## src/rtl/alu_cmd_issuer_if.sv

```systemverilog
// rtl/alu_cmd_issuer_if.sv - command, ALU-side and response signals of the ALU command issuer
interface alu_cmd_issuer_if #(
  parameter int WIDTH     = 16,
  parameter int FUN_WIDTH = 4
);
  // Command channel
  logic                 CMD_VALID;
  logic                 CMD_READY;
  logic [FUN_WIDTH-1:0] CMD_FUN;
  logic [WIDTH-1:0]     CMD_A;
  logic [WIDTH-1:0]     CMD_B;
  // ALU drive and return
  logic [WIDTH-1:0]     A;
  logic [WIDTH-1:0]     B;
  logic [FUN_WIDTH-1:0] ALU_FUN;
  logic [WIDTH-1:0]     ALU_OUT;
  logic                 Arith_flag;
  logic                 Logic_flag;
  logic                 CMP_flag;
  logic                 Shift_flag;
  // Response channel and statistics
  logic                 RSP_VALID;
  logic                 RSP_READY;
  logic [WIDTH-1:0]     RSP_DATA;
  logic [3:0]           RSP_FLAGS;
  logic                 RSP_ERR;
  logic [15:0]          OP_COUNT;

  // Issuer side
  modport slave (
    input  CMD_VALID, CMD_FUN, CMD_A, CMD_B,
    input  ALU_OUT, Arith_flag, Logic_flag, CMP_flag, Shift_flag,
    input  RSP_READY,
    output CMD_READY, A, B, ALU_FUN,
    output RSP_VALID, RSP_DATA, RSP_FLAGS, RSP_ERR, OP_COUNT
  );

  // Command source, ALU and response consumer side
  modport master (
    output CMD_VALID, CMD_FUN, CMD_A, CMD_B,
    output ALU_OUT, Arith_flag, Logic_flag, CMP_flag, Shift_flag,
    output RSP_READY,
    input  CMD_READY, A, B, ALU_FUN,
    input  RSP_VALID, RSP_DATA, RSP_FLAGS, RSP_ERR, OP_COUNT
  );
endinterface

```

## src/rtl/alu_cmd_issuer.sv

```systemverilog
// rtl/alu_cmd_issuer.sv - issues one ALU operation at a time and returns a checked response
module alu_cmd_issuer #(
  parameter int WIDTH     = 16,
  parameter int FUN_WIDTH = 4
) (
  input logic           CLK,
  input logic           RST,
  alu_cmd_issuer_if.slave bus
);

  typedef enum logic [1:0] {S_IDLE, S_ISSUE, S_WAIT, S_RESP} state_t;

  localparam logic [FUN_WIDTH-1:0] FUN_DIV   = FUN_WIDTH'(3);
  localparam logic [FUN_WIDTH-1:0] FUN_LOGLO = FUN_WIDTH'(4);
  localparam logic [FUN_WIDTH-1:0] FUN_CMPLO = FUN_WIDTH'(10);
  localparam logic [FUN_WIDTH-1:0] FUN_SHFLO = FUN_WIDTH'(13);
  localparam logic [FUN_WIDTH-1:0] FUN_NOP   = '1;

  state_t               state_q, state_d;
  logic [WIDTH-1:0]     a_q, a_d;
  logic [WIDTH-1:0]     b_q, b_d;
  logic [FUN_WIDTH-1:0] fun_q, fun_d;
  logic                 div0_q, div0_d;
  logic                 rsp_valid_q, rsp_valid_d;
  logic [WIDTH-1:0]     rsp_data_q, rsp_data_d;
  logic [3:0]           rsp_flags_q, rsp_flags_d;
  logic                 rsp_err_q, rsp_err_d;
  logic [15:0]          op_count_q, op_count_d;

  logic [3:0]           flags_in;
  logic [3:0]           exp_flags;

  assign flags_in = {bus.Arith_flag, bus.Logic_flag, bus.CMP_flag, bus.Shift_flag};

  // Flag class the ALU should report for the opcode currently being issued
  always_comb begin
    exp_flags = 4'b0000;
    if (fun_q < FUN_LOGLO)      exp_flags = 4'b1000;
    else if (fun_q < FUN_CMPLO) exp_flags = 4'b0100;
    else if (fun_q < FUN_SHFLO) exp_flags = 4'b0010;
    else if (fun_q != FUN_NOP)  exp_flags = 4'b0001;
  end

  // FSM state register; reset discards any in-flight operation
  always_ff @(posedge CLK or negedge RST) begin
    if (!RST) state_q <= S_IDLE;
    else      state_q <= state_d;
  end

  // Next state and next datapath values; everything holds unless the state says otherwise
  always_comb begin
    state_d     = state_q;
    a_d         = a_q;
    b_d         = b_q;
    fun_d       = fun_q;
    div0_d      = div0_q;
    rsp_valid_d = rsp_valid_q;
    rsp_data_d  = rsp_data_q;
    rsp_flags_d = rsp_flags_q;
    rsp_err_d   = rsp_err_q;
    op_count_d  = op_count_q;
    case (state_q)
      S_IDLE: begin
        if (bus.CMD_VALID) begin
          a_d     = bus.CMD_A;
          b_d     = bus.CMD_B;
          fun_d   = bus.CMD_FUN;
          div0_d  = (bus.CMD_FUN == FUN_DIV) && (bus.CMD_B == '0);
          state_d = S_ISSUE;
        end
      end
      S_ISSUE: state_d = S_WAIT;
      S_WAIT: begin
        // ALU output registered at the ISSUE closing edge is valid now
        rsp_data_d  = div0_q ? '0 : bus.ALU_OUT;
        rsp_flags_d = flags_in;
        rsp_err_d   = (flags_in != exp_flags) || div0_q;
        rsp_valid_d = 1'b1;
        state_d     = S_RESP;
      end
      S_RESP: begin
        if (bus.RSP_READY) begin
          rsp_valid_d = 1'b0;
          if (op_count_q != 16'hFFFF) op_count_d = op_count_q + 16'd1;
          state_d = S_IDLE;
        end
      end
      default: state_d = S_IDLE;
    endcase
  end

  // Datapath registers; ALU_FUN parks on the no-op code while in reset
  always_ff @(posedge CLK or negedge RST) begin
    if (!RST) begin
      a_q         <= '0;
      b_q         <= '0;
      fun_q       <= FUN_NOP;
      div0_q      <= 1'b0;
      rsp_valid_q <= 1'b0;
      rsp_data_q  <= '0;
      rsp_flags_q <= 4'b0000;
      rsp_err_q   <= 1'b0;
      op_count_q  <= 16'd0;
    end else begin
      a_q         <= a_d;
      b_q         <= b_d;
      fun_q       <= fun_d;
      div0_q      <= div0_d;
      rsp_valid_q <= rsp_valid_d;
      rsp_data_q  <= rsp_data_d;
      rsp_flags_q <= rsp_flags_d;
      rsp_err_q   <= rsp_err_d;
      op_count_q  <= op_count_d;
    end
  end

  assign bus.CMD_READY = (state_q == S_IDLE);
  assign bus.A         = a_q;
  assign bus.B         = b_q;
  assign bus.ALU_FUN   = fun_q;
  assign bus.RSP_VALID = rsp_valid_q;
  assign bus.RSP_DATA  = rsp_data_q;
  assign bus.RSP_FLAGS = rsp_flags_q;
  assign bus.RSP_ERR   = rsp_err_q;
  assign bus.OP_COUNT  = op_count_q;

endmodule

```

## src/flat_wrapper.sv

```systemverilog
// flat-port wrapper written by rule: the top's interface ports become plain ports
module alu_cmd_issuer_flat 
#(
  parameter int WIDTH     = 16,
  parameter int FUN_WIDTH = 4
)
  (CLK, RST, bus_CMD_VALID, bus_CMD_FUN, bus_CMD_A, bus_CMD_B, bus_ALU_OUT, bus_Arith_flag, bus_Logic_flag, bus_CMP_flag, bus_Shift_flag, bus_RSP_READY, bus_CMD_READY, bus_A, bus_B, bus_ALU_FUN, bus_RSP_VALID, bus_RSP_DATA, bus_RSP_FLAGS, bus_RSP_ERR, bus_OP_COUNT);
  alu_cmd_issuer_if #(.WIDTH(WIDTH), .FUN_WIDTH(FUN_WIDTH)) bus_i ();
  input logic CLK;
  input logic RST;
  input wire logic [$bits(bus_i.CMD_VALID)-1:0] bus_CMD_VALID;
  input wire logic [$bits(bus_i.CMD_FUN)-1:0] bus_CMD_FUN;
  input wire logic [$bits(bus_i.CMD_A)-1:0] bus_CMD_A;
  input wire logic [$bits(bus_i.CMD_B)-1:0] bus_CMD_B;
  input wire logic [$bits(bus_i.ALU_OUT)-1:0] bus_ALU_OUT;
  input wire logic [$bits(bus_i.Arith_flag)-1:0] bus_Arith_flag;
  input wire logic [$bits(bus_i.Logic_flag)-1:0] bus_Logic_flag;
  input wire logic [$bits(bus_i.CMP_flag)-1:0] bus_CMP_flag;
  input wire logic [$bits(bus_i.Shift_flag)-1:0] bus_Shift_flag;
  input wire logic [$bits(bus_i.RSP_READY)-1:0] bus_RSP_READY;
  output wire logic [$bits(bus_i.CMD_READY)-1:0] bus_CMD_READY;
  output wire logic [$bits(bus_i.A)-1:0] bus_A;
  output wire logic [$bits(bus_i.B)-1:0] bus_B;
  output wire logic [$bits(bus_i.ALU_FUN)-1:0] bus_ALU_FUN;
  output wire logic [$bits(bus_i.RSP_VALID)-1:0] bus_RSP_VALID;
  output wire logic [$bits(bus_i.RSP_DATA)-1:0] bus_RSP_DATA;
  output wire logic [$bits(bus_i.RSP_FLAGS)-1:0] bus_RSP_FLAGS;
  output wire logic [$bits(bus_i.RSP_ERR)-1:0] bus_RSP_ERR;
  output wire logic [$bits(bus_i.OP_COUNT)-1:0] bus_OP_COUNT;
  assign bus_i.CMD_VALID = bus_CMD_VALID;
  assign bus_i.CMD_FUN = bus_CMD_FUN;
  assign bus_i.CMD_A = bus_CMD_A;
  assign bus_i.CMD_B = bus_CMD_B;
  assign bus_i.ALU_OUT = bus_ALU_OUT;
  assign bus_i.Arith_flag = bus_Arith_flag;
  assign bus_i.Logic_flag = bus_Logic_flag;
  assign bus_i.CMP_flag = bus_CMP_flag;
  assign bus_i.Shift_flag = bus_Shift_flag;
  assign bus_i.RSP_READY = bus_RSP_READY;
  assign bus_CMD_READY = bus_i.CMD_READY;
  assign bus_A = bus_i.A;
  assign bus_B = bus_i.B;
  assign bus_ALU_FUN = bus_i.ALU_FUN;
  assign bus_RSP_VALID = bus_i.RSP_VALID;
  assign bus_RSP_DATA = bus_i.RSP_DATA;
  assign bus_RSP_FLAGS = bus_i.RSP_FLAGS;
  assign bus_RSP_ERR = bus_i.RSP_ERR;
  assign bus_OP_COUNT = bus_i.OP_COUNT;
  alu_cmd_issuer #(.WIDTH(WIDTH), .FUN_WIDTH(FUN_WIDTH)) u_core (.CLK(CLK), .RST(RST), .bus(bus_i));
endmodule
```

## config.mk

```make
export PLATFORM = sky130hd
export DESIGN_NAME = alu_cmd_issuer_flat
export DESIGN_NICKNAME = d
export VERILOG_FILES = /design/src/rtl/alu_cmd_issuer_if.sv /design/src/rtl/alu_cmd_issuer.sv /design/src/flat_wrapper.sv
export SDC_FILE = /design/constraint.sdc
export NUM_CORES = 1
export LEC_CHECK = 0
export ABC_AREA = 1
export CAP_MARGIN = 5
export CORE_MARGIN = 2
export CORE_UTILIZATION = 40
export DETAILED_ROUTE_END_ITERATION = 10
export PLACE_DENSITY = 0.83
export SETUP_SLACK_MARGIN = 0.3
export SLEW_MARGIN = 20
export SYNTH_ARGS = -nofsm -noshare
export SYNTH_HDL_FRONTEND = slang
export SYNTH_SLANG_ARGS = --single-unit
export TNS_END_PERCENT = 100
```

## constraint.sdc

```tcl
create_clock -name CLK -period 4.6 [get_ports CLK]
set_clock_uncertainty 0.2 [all_clocks]
set_input_delay 0.69 -clock CLK [delete_from_list [all_inputs] [get_ports CLK]]
set_output_delay 0.69 -clock CLK [all_outputs]
set_load 0.01 [all_outputs]
```

==> run_1/metal_density.png <==
19 x 19 tiles, from white (low) to dark blue (high), scaled to the fullest tile. Values are wire area over tile area, all layers added.
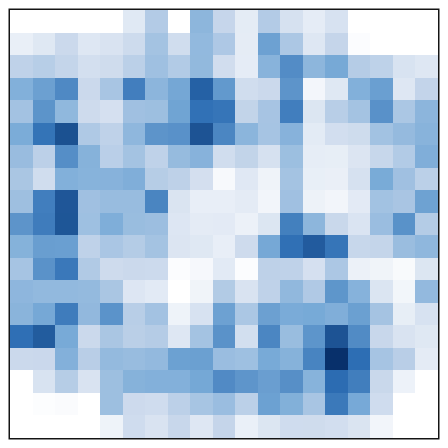
tiles over half the peak = 20%
mean over tiles = 0.15
densest ninth of the die = middle left

==> run_1/logic_types.png <==
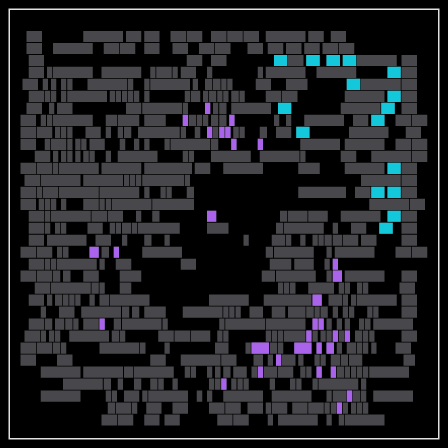
non-inverting ao/oa cells -> cyan  # cells 16, most used a22o_1, where upper right
nor cells -> purple  # cells 31, most used nor2_1

==> run_1/clocks.png <==
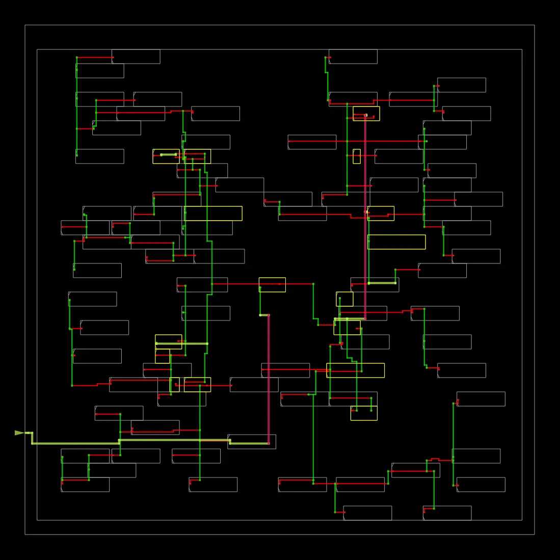
Clock net power: 0.000610 W
total CTS buffers: 9
Num Clock Sinks: 77
flop count: 77
# clk buffers: 10

==> results.ini, run 1 <==
[logic_synthesis]
fa_ha_area_share_pct=1.442
top_logic_kind=simple AND/OR/NAND/NOR gates
synth_xor_xnor_area_share_pct=2.524
netlist_area_um2=3470
edf_count=0
synth_warnings=0
synth_stat.cells=408
ys_types=27
synth-seq-cells=77
simple_gate_area_share_pct=26.18
avgSynthCellArea_um2=8.504
ff_type=dfrtp_1
mux_area_share_pct=0
ys_seq_share_pct=55.68
synth-async-reset-ratio_pct=100.0
synth-compound-area-share_pct=8.583
netlist_instances=408
fp_nets=472
ys_area_um2=3470

[critical_path]
cp_top_family=buffers and inverters
slowest_stage=clkdlybuf4s50_1
cp_num_cells=3
regToRegStartpoint=u_core.state_q[0]$_DFFE_PN0P_
cp-startpoint=u_core.state_q[0]$_DFFE_PN0P_
path_cells=inv_1, ha_1, clkdlybuf4s50_1
critPathLaunchType=flop
arrival_ps=1630
crit_path_end=bus_CMD_READY
crit_buf_inv=2
end_kind=primary output
rrSetupSlack_ps=2240
critical_path.max_fanout=4
cpPeakStageDelay_ps=580
r2r-end=u_core.bus.ALU_FUN[2]$_DFFE_PN1P_
critPathRequiredTime_ps=3710
worstSetupPathType=reg -> out
ff2ff_path_depth=5

[pwr]
irDropWorstVdd_mv=0.3537
p_per_area_nw_per_um2=592.5
power_leakage_nw=2.431
total_power_w=0.003040

[layout]
final_layout_top_logic_cells=nand2_1, clkdlybuf4s50_1, dfrtp_1
antenna_cells=0
fin_cells=652
finish.net_count=606
fin_area_um2=5131
area_growth_pct=47.89
utilization_pct=61.83
final_common_cell=nand2_1
drive_above_1_share_pct=5.850

[run_status]
status=complete, no violations

[drt]
dr.pass1.iters=7
detail_route.wl_per_cell_um=13.19
drcViolationCount=0
viasPerCell=4.788
drtAntennaViolNets=0
drt_iter0_markers=130
wirelength_mm=8.597
vias=3122

[global_route]
grt_pass1_vias=3222
grt_overflow=0
track_usage_pct=19.00
grt_start_max_net_pins=78
grt_pass1_wl_mm=14.80
antenna_found_initial=0

[sta]
max_slew_margin_pct=36.46
hold-worst-slack_ps=265.0
setup_violations=0
grt_setup_unrepaired=no
period_used_pct=54.82
setup_ws_ps=2078
worst_slew_pin_slew_ps=953.2
final_hold_viol_count=0
max_freq_mhz=396.6
final.setup.tns_ps=0
period_minus_slack_ps=2522
report.final.slew_viol_count=0

[cts]
cts_resized=0
post-cts-setup-buffers=0
clk_pin_slew_ps=90
clk_path_buf_depth=2
htreeDepth=3
insertion_delay_ps=340
ctsHoldBuffers=0
cts_tree=built
cts_root_buffer=clkbuf_8

[hold_path]
hold_path.class=in -> async

[placement]
numPortBuffers=134
dp_cells=636
gp_congestion=0.8441
place_hpwl_mm=6.269
dp_slack_ps=1705
post_dp_cell_area_um2=4892

[die]
chipArea_um2=9435
die_y_um=97.14
fp-utilization_pct=41.81
boundaryPins=135
die_w_um=97.14
coreArea_um2=8299
row_count=33

[job]
warnings=28
max_cap_violations=0

-- run 1: per-layer routing --
layer / GRT usage [%] / wire length (µm) / vias up
met5: 0 / 0 / -
met4: 5.525 / 112 / 0
met3: 6.115 / 593 / 9
met2: 32.16 / 4131 / 111
met1: 23.30 / 3760 / 1449
li1: - / - / 1553
-- run 1: final cells by class --
class,count,area [µm²]
inverters,37,138.9
multi-input cells,282,1344
repair buffers,135,1346
clock buffers,10,127.6
well taps,105,131.4
clock inverters,6,111.4
fillers,727,3168
flip-flops and latches,77,1932
-- run 1: where the power goes --
part | leakage, nW | total, W | switching (W) | internal [W]
clock | 0.116 | 0.000610 | 0.000249 | 0.000361
sequential | 0.966 | 0.00114 | 0.000181 | 0.000957
combinational | 1.35 | 0.00129 | 0.000602 | 0.000690
total | 2.43 | 0.00304 | 0.00103 | 0.00201
-- run 1: state kept, by name (all words and copies together), names as in the netlist --
name	cells
u_core.bus.RSP_FLAGS	4
u_core.bus.A	16
u_core.bus.OP_COUNT	16
u_core.bus.RSP_VALID	1
u_core.bus.RSP_ERR	1
u_core.div0_q	1
u_core.bus.ALU_FUN	4
u_core.bus.RSP_DATA	16
u_core.bus.B	16
u_core.state_q	2
-- run 1: Yosys cell counts (2+ instances only) --
cell | number | share of area, %
dfstp_2 | 4 | 3.0
nand2_1 | 169 | 18
dfrtp_1 | 73 | 53
inv_2 | 3 | 0.32
xnor2_1 | 7 | 1.8
o21ai_0 | 25 | 3.6
nand4_1 | 6 | 1.1
nor2_4 | 2 | 0.65
buf_2 | 2 | 0.29
nand3_1 | 14 | 2.0
ha_1 | 4 | 1.4
nor2_1 | 24 | 2.6
clkbuf_1 | 9 | 0.97
nor2_2 | 3 | 0.54
xor2_1 | 3 | 0.76
a22o_1 | 16 | 4.0
inv_1 | 34 | 3.7
==> run 1 -> run 2 <==
- clock period: 4.6 -> 2.5 ns (I/O delays scaled with it)
==> run_2/clocks.png <==
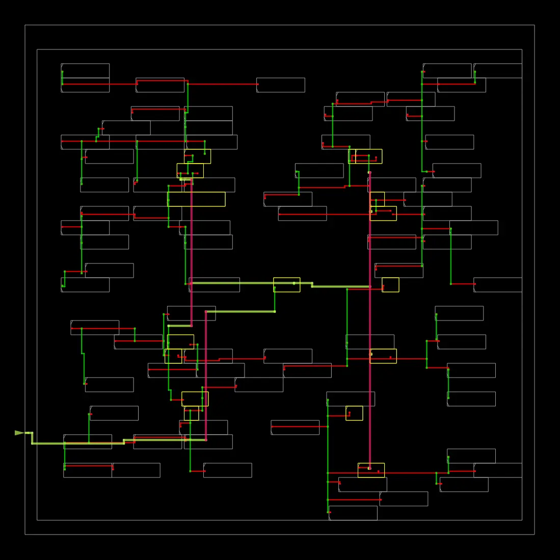
Clock net power: 0.000942 W
clock latency on the worst-skew pair: 340 ps

==> results.ini, run 2 <==
[placement]
post_dp_cell_area_um2=4927  ; was 4892 µm²
dp_slack_ps=529.1  ; was 1705 ps
gp_congestion=0.8894  ; was 0.8441
place_hpwl_mm=6.230  ; was 6.269 mm
numPortBuffers=134  ; unchanged

[drt]
drtAntennaViolNets=0  ; unchanged
wirelength_mm=8.476  ; was 8.597 mm
dr.pass1.iters=4  ; was 7
drcViolationCount=0  ; unchanged
viasPerCell=4.764  ; was 4.788
vias=3125  ; was 3122
detail_route.wl_per_cell_um=12.92  ; was 13.19 µm
drt_iter0_markers=144  ; was 130

[critical_path]
critPathLaunchType=flop  ; unchanged
cp_top_family=flip-flops  ; was buffers and inverters
critical_path.max_fanout=8  ; was 4
crit_path_end=bus_ALU_FUN[3]  ; was bus_CMD_READY
r2r-end=u_core.bus.OP_COUNT[14]$_DFFE_PN0P_  ; was u_core.bus.ALU_FUN[2]$_DFFE_PN1P_
worstSetupPathType=reg -> out  ; unchanged
end_kind=primary output  ; unchanged
arrival_ps=1500  ; was 1630 ps
critPathRequiredTime_ps=1920  ; was 3710 ps
cp-startpoint=u_core.bus.ALU_FUN[3]$_DFFE_PN1P_  ; was u_core.state_q[0]$_DFFE_PN0P_
cp_num_cells=1  ; was 3
ff2ff_path_depth=8  ; was 5
regToRegStartpoint=u_core.bus.OP_COUNT[0]$_DFFE_PN0P_  ; was u_core.state_q[0]$_DFFE_PN0P_
path_cells=clkdlybuf4s50_1  ; was inv_1, ha_1, clkdlybuf4s50_1
cpPeakStageDelay_ps=600  ; was 580 ps
slowest_stage=dfstp_2  ; was clkdlybuf4s50_1
crit_buf_inv=1  ; was 2
rrSetupSlack_ps=590  ; was 2240 ps

[cts]
htreeDepth=3  ; unchanged
clkSinkCount=77  ; unchanged
clk_path_buf_depth=2  ; unchanged
cts_tree=built  ; unchanged
post-cts-setup-buffers=0  ; unchanged
numCtsBuffers=9  ; unchanged
clk_pin_slew_ps=90  ; about the same
cts_root_buffer=clkbuf_8  ; unchanged

[logic_synthesis]
ys_area_um2=3470  ; unchanged
mux_area_share_pct=0  ; unchanged
synth-seq-cells=77  ; unchanged
synth-compound-area-share_pct=8.583  ; unchanged
netlist_area_um2=3470  ; unchanged
ff_type=dfrtp_1  ; unchanged
area_leaders=dfrtp_1, nand2_1, a22o_1  ; unchanged
fa_ha_area_share_pct=1.442  ; unchanged
ys_types=27  ; unchanged
edf_count=0  ; unchanged
synth_stat.cells=408  ; unchanged
yosysTopAreaCellShare_pct=52.65  ; unchanged
ys_seq_share_pct=55.68  ; unchanged
synth-async-reset-ratio_pct=100.0  ; unchanged
netlist_instances=408  ; unchanged
yosysTopAreaCell=dfrtp_1  ; unchanged
most_common_cell=nand2_1  ; unchanged
synth_warnings=0  ; unchanged
yosys-top-cells-count=nand2_1, dfrtp_1, inv_1  ; unchanged
simple_gate_area_share_pct=26.18  ; unchanged
top_logic_kind=simple AND/OR/NAND/NOR gates  ; unchanged
synth_xor_xnor_area_share_pct=2.524  ; unchanged
avgSynthCellArea_um2=8.504  ; unchanged
fp_nets=472  ; unchanged

[sta]
period_minus_slack_ps=2075
report.final.slew_viol_count=0  ; unchanged
final_hold_viol_count=0  ; unchanged
period_used_pct=83.00
max_freq_mhz=481.9
hold-worst-slack_ps=284.9  ; was 265.0 ps
grt_setup_unrepaired=no  ; unchanged
setup_violations=0  ; unchanged
final.setup.tns_ps=0  ; unchanged
setup_ws_ps=425.0  ; was 2078 ps
max_slew_margin_pct=59.34  ; was 36.46%
worst_slew_pin_slew_ps=609.2  ; was 953.2 ps

[layout]
fin_area_um2=5135  ; was 5131 µm²
seq_area_um2=1932  ; unchanged
drive_above_1_share_pct=6.352  ; was 5.850%
antenna_cells=0  ; unchanged
utilization_pct=61.87  ; was 61.83%
logic_area_um2=1344  ; unchanged
fillCellCount=713  ; was 727
final_layout_top_logic_cells=nand2_1, clkdlybuf4s50_1, dfrtp_1  ; unchanged
finish.net_count=610  ; was 606
area_growth_pct=48.00  ; was 47.89%
final_common_cell=nand2_1  ; unchanged

[hold_path]
hold_depth=2
hold_path.class=reg -> reg  ; was in -> async
min_to=u_core.bus.A[5]$_DFFE_PN0P_
hp-start=u_core.bus.A[5]$_DFFE_PN0P_

[run_status]
status=complete, no violations  ; unchanged

[global_route]
track_usage_pct=18.37  ; was 19.00%
grt_pass1_vias=3077  ; was 3222
grt_overflow=0  ; unchanged
grt_start_max_net_pins=47  ; was 78
grt_pass1_wl_mm=14.30  ; was 14.80 mm
antenna_found_initial=0  ; unchanged

[die]
fp-utilization_pct=41.81  ; unchanged
chipArea_um2=9435  ; unchanged
die_y_um=97.14  ; unchanged
boundaryPins=135  ; unchanged
coreArea_um2=8299  ; unchanged
die_w_um=97.14  ; unchanged
row_count=33  ; unchanged

[pwr]
p_per_area_nw_per_um2=1054  ; was 592.5 nW/µm²
irDropWorstVdd_mv=0.5923  ; was 0.3537 mV
power_leakage_nw=2.433  ; was 2.431 nW

[job]
max_cap_violations=0  ; unchanged
warnings=28  ; unchanged

==> run_2/metal_density.png <==
19 x 19 tiles, from white (low) to dark blue (high), scaled to the fullest tile. Values are wire area over tile area, all layers added.
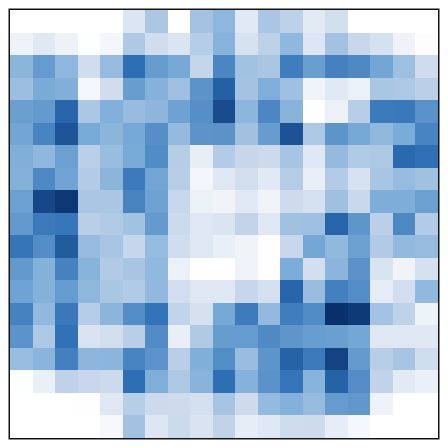
mean over tiles = 0.15
tiles over half the peak = 30%
nearly empty tiles = 8.6%

run 2: cell count changes in the layout (fill, tap and decap cells not counted), sizes merged:
cell           previous run  this run
buf                       2         5
bufinv                    3         1
clkdlybuf4s50           133       132
clkinvlp                  1         2
dlygate4sd2               0         1
dlygate4sd3               0         1
inv                      37        38
run 2: per-layer routing:
| metal | GRT usage (%) | up-vias | share of wire [%] |
|---|---|---|---|
| li1 | - | 1564 | - |
| met3 | 5.396 | 12 | 7.8 |
| met5 | 0 | - | 0 |
| met1 | 22.98 | 1440 | 44 |
| met2 | 30.18 | 109 | 47 |
| met4 | 6.934 | 0 | 1.6 |
run 2: kinds of logic after synthesis:
family / count (synthesis)
and+or+nand+nor: 223
adders and majority gates: 4
buffers and inverters: 49
DFF: 77
xor gates and xnor gates: 10
AOI/OAI and AO/OA: 45
run 2: what timing repair did:
action	4_1_cts	5_1_grt
endpoints found under the hold margin	31	0
gates resized	1	0
hold buffers	1	0
endpoints found under the setup margin	1	0
run 2: layout make-up:
| class | instances | area share [%] |
|---|---|---|
| Multi-Input combinational cell | 282 | 26.17 |
| Timing Repair Buffer | 139 | 27.07 |
| Tap cell | 105 | 2.558 |
| Clock inverter | 6 | 1.389 |
| Inverter | 37 | 2.705 |
| Clock buffer | 10 | 2.485 |
| Sequential cell | 77 | 37.62 |
run 2: power breakdown:
| part | internal [W] | switching, W |
|---|---|---|
| Combinational | 0.00128 | 0.00110 |
| Clock | 0.000468 | 0.000473 |
| Sequential | 0.00176 | 0.000329 |
| Total | 0.00351 | 0.00190 |
run 2: per-stage QoR:
step,instances,total power (W)
after global placement,639,0.004439
after CTS,656,0.005481
after floorplan,408,0.003185
final,656,0.005414
after detailed placement,639,0.004518
after global routing,656,0.005807
Power and IR drop assume default switching activity.
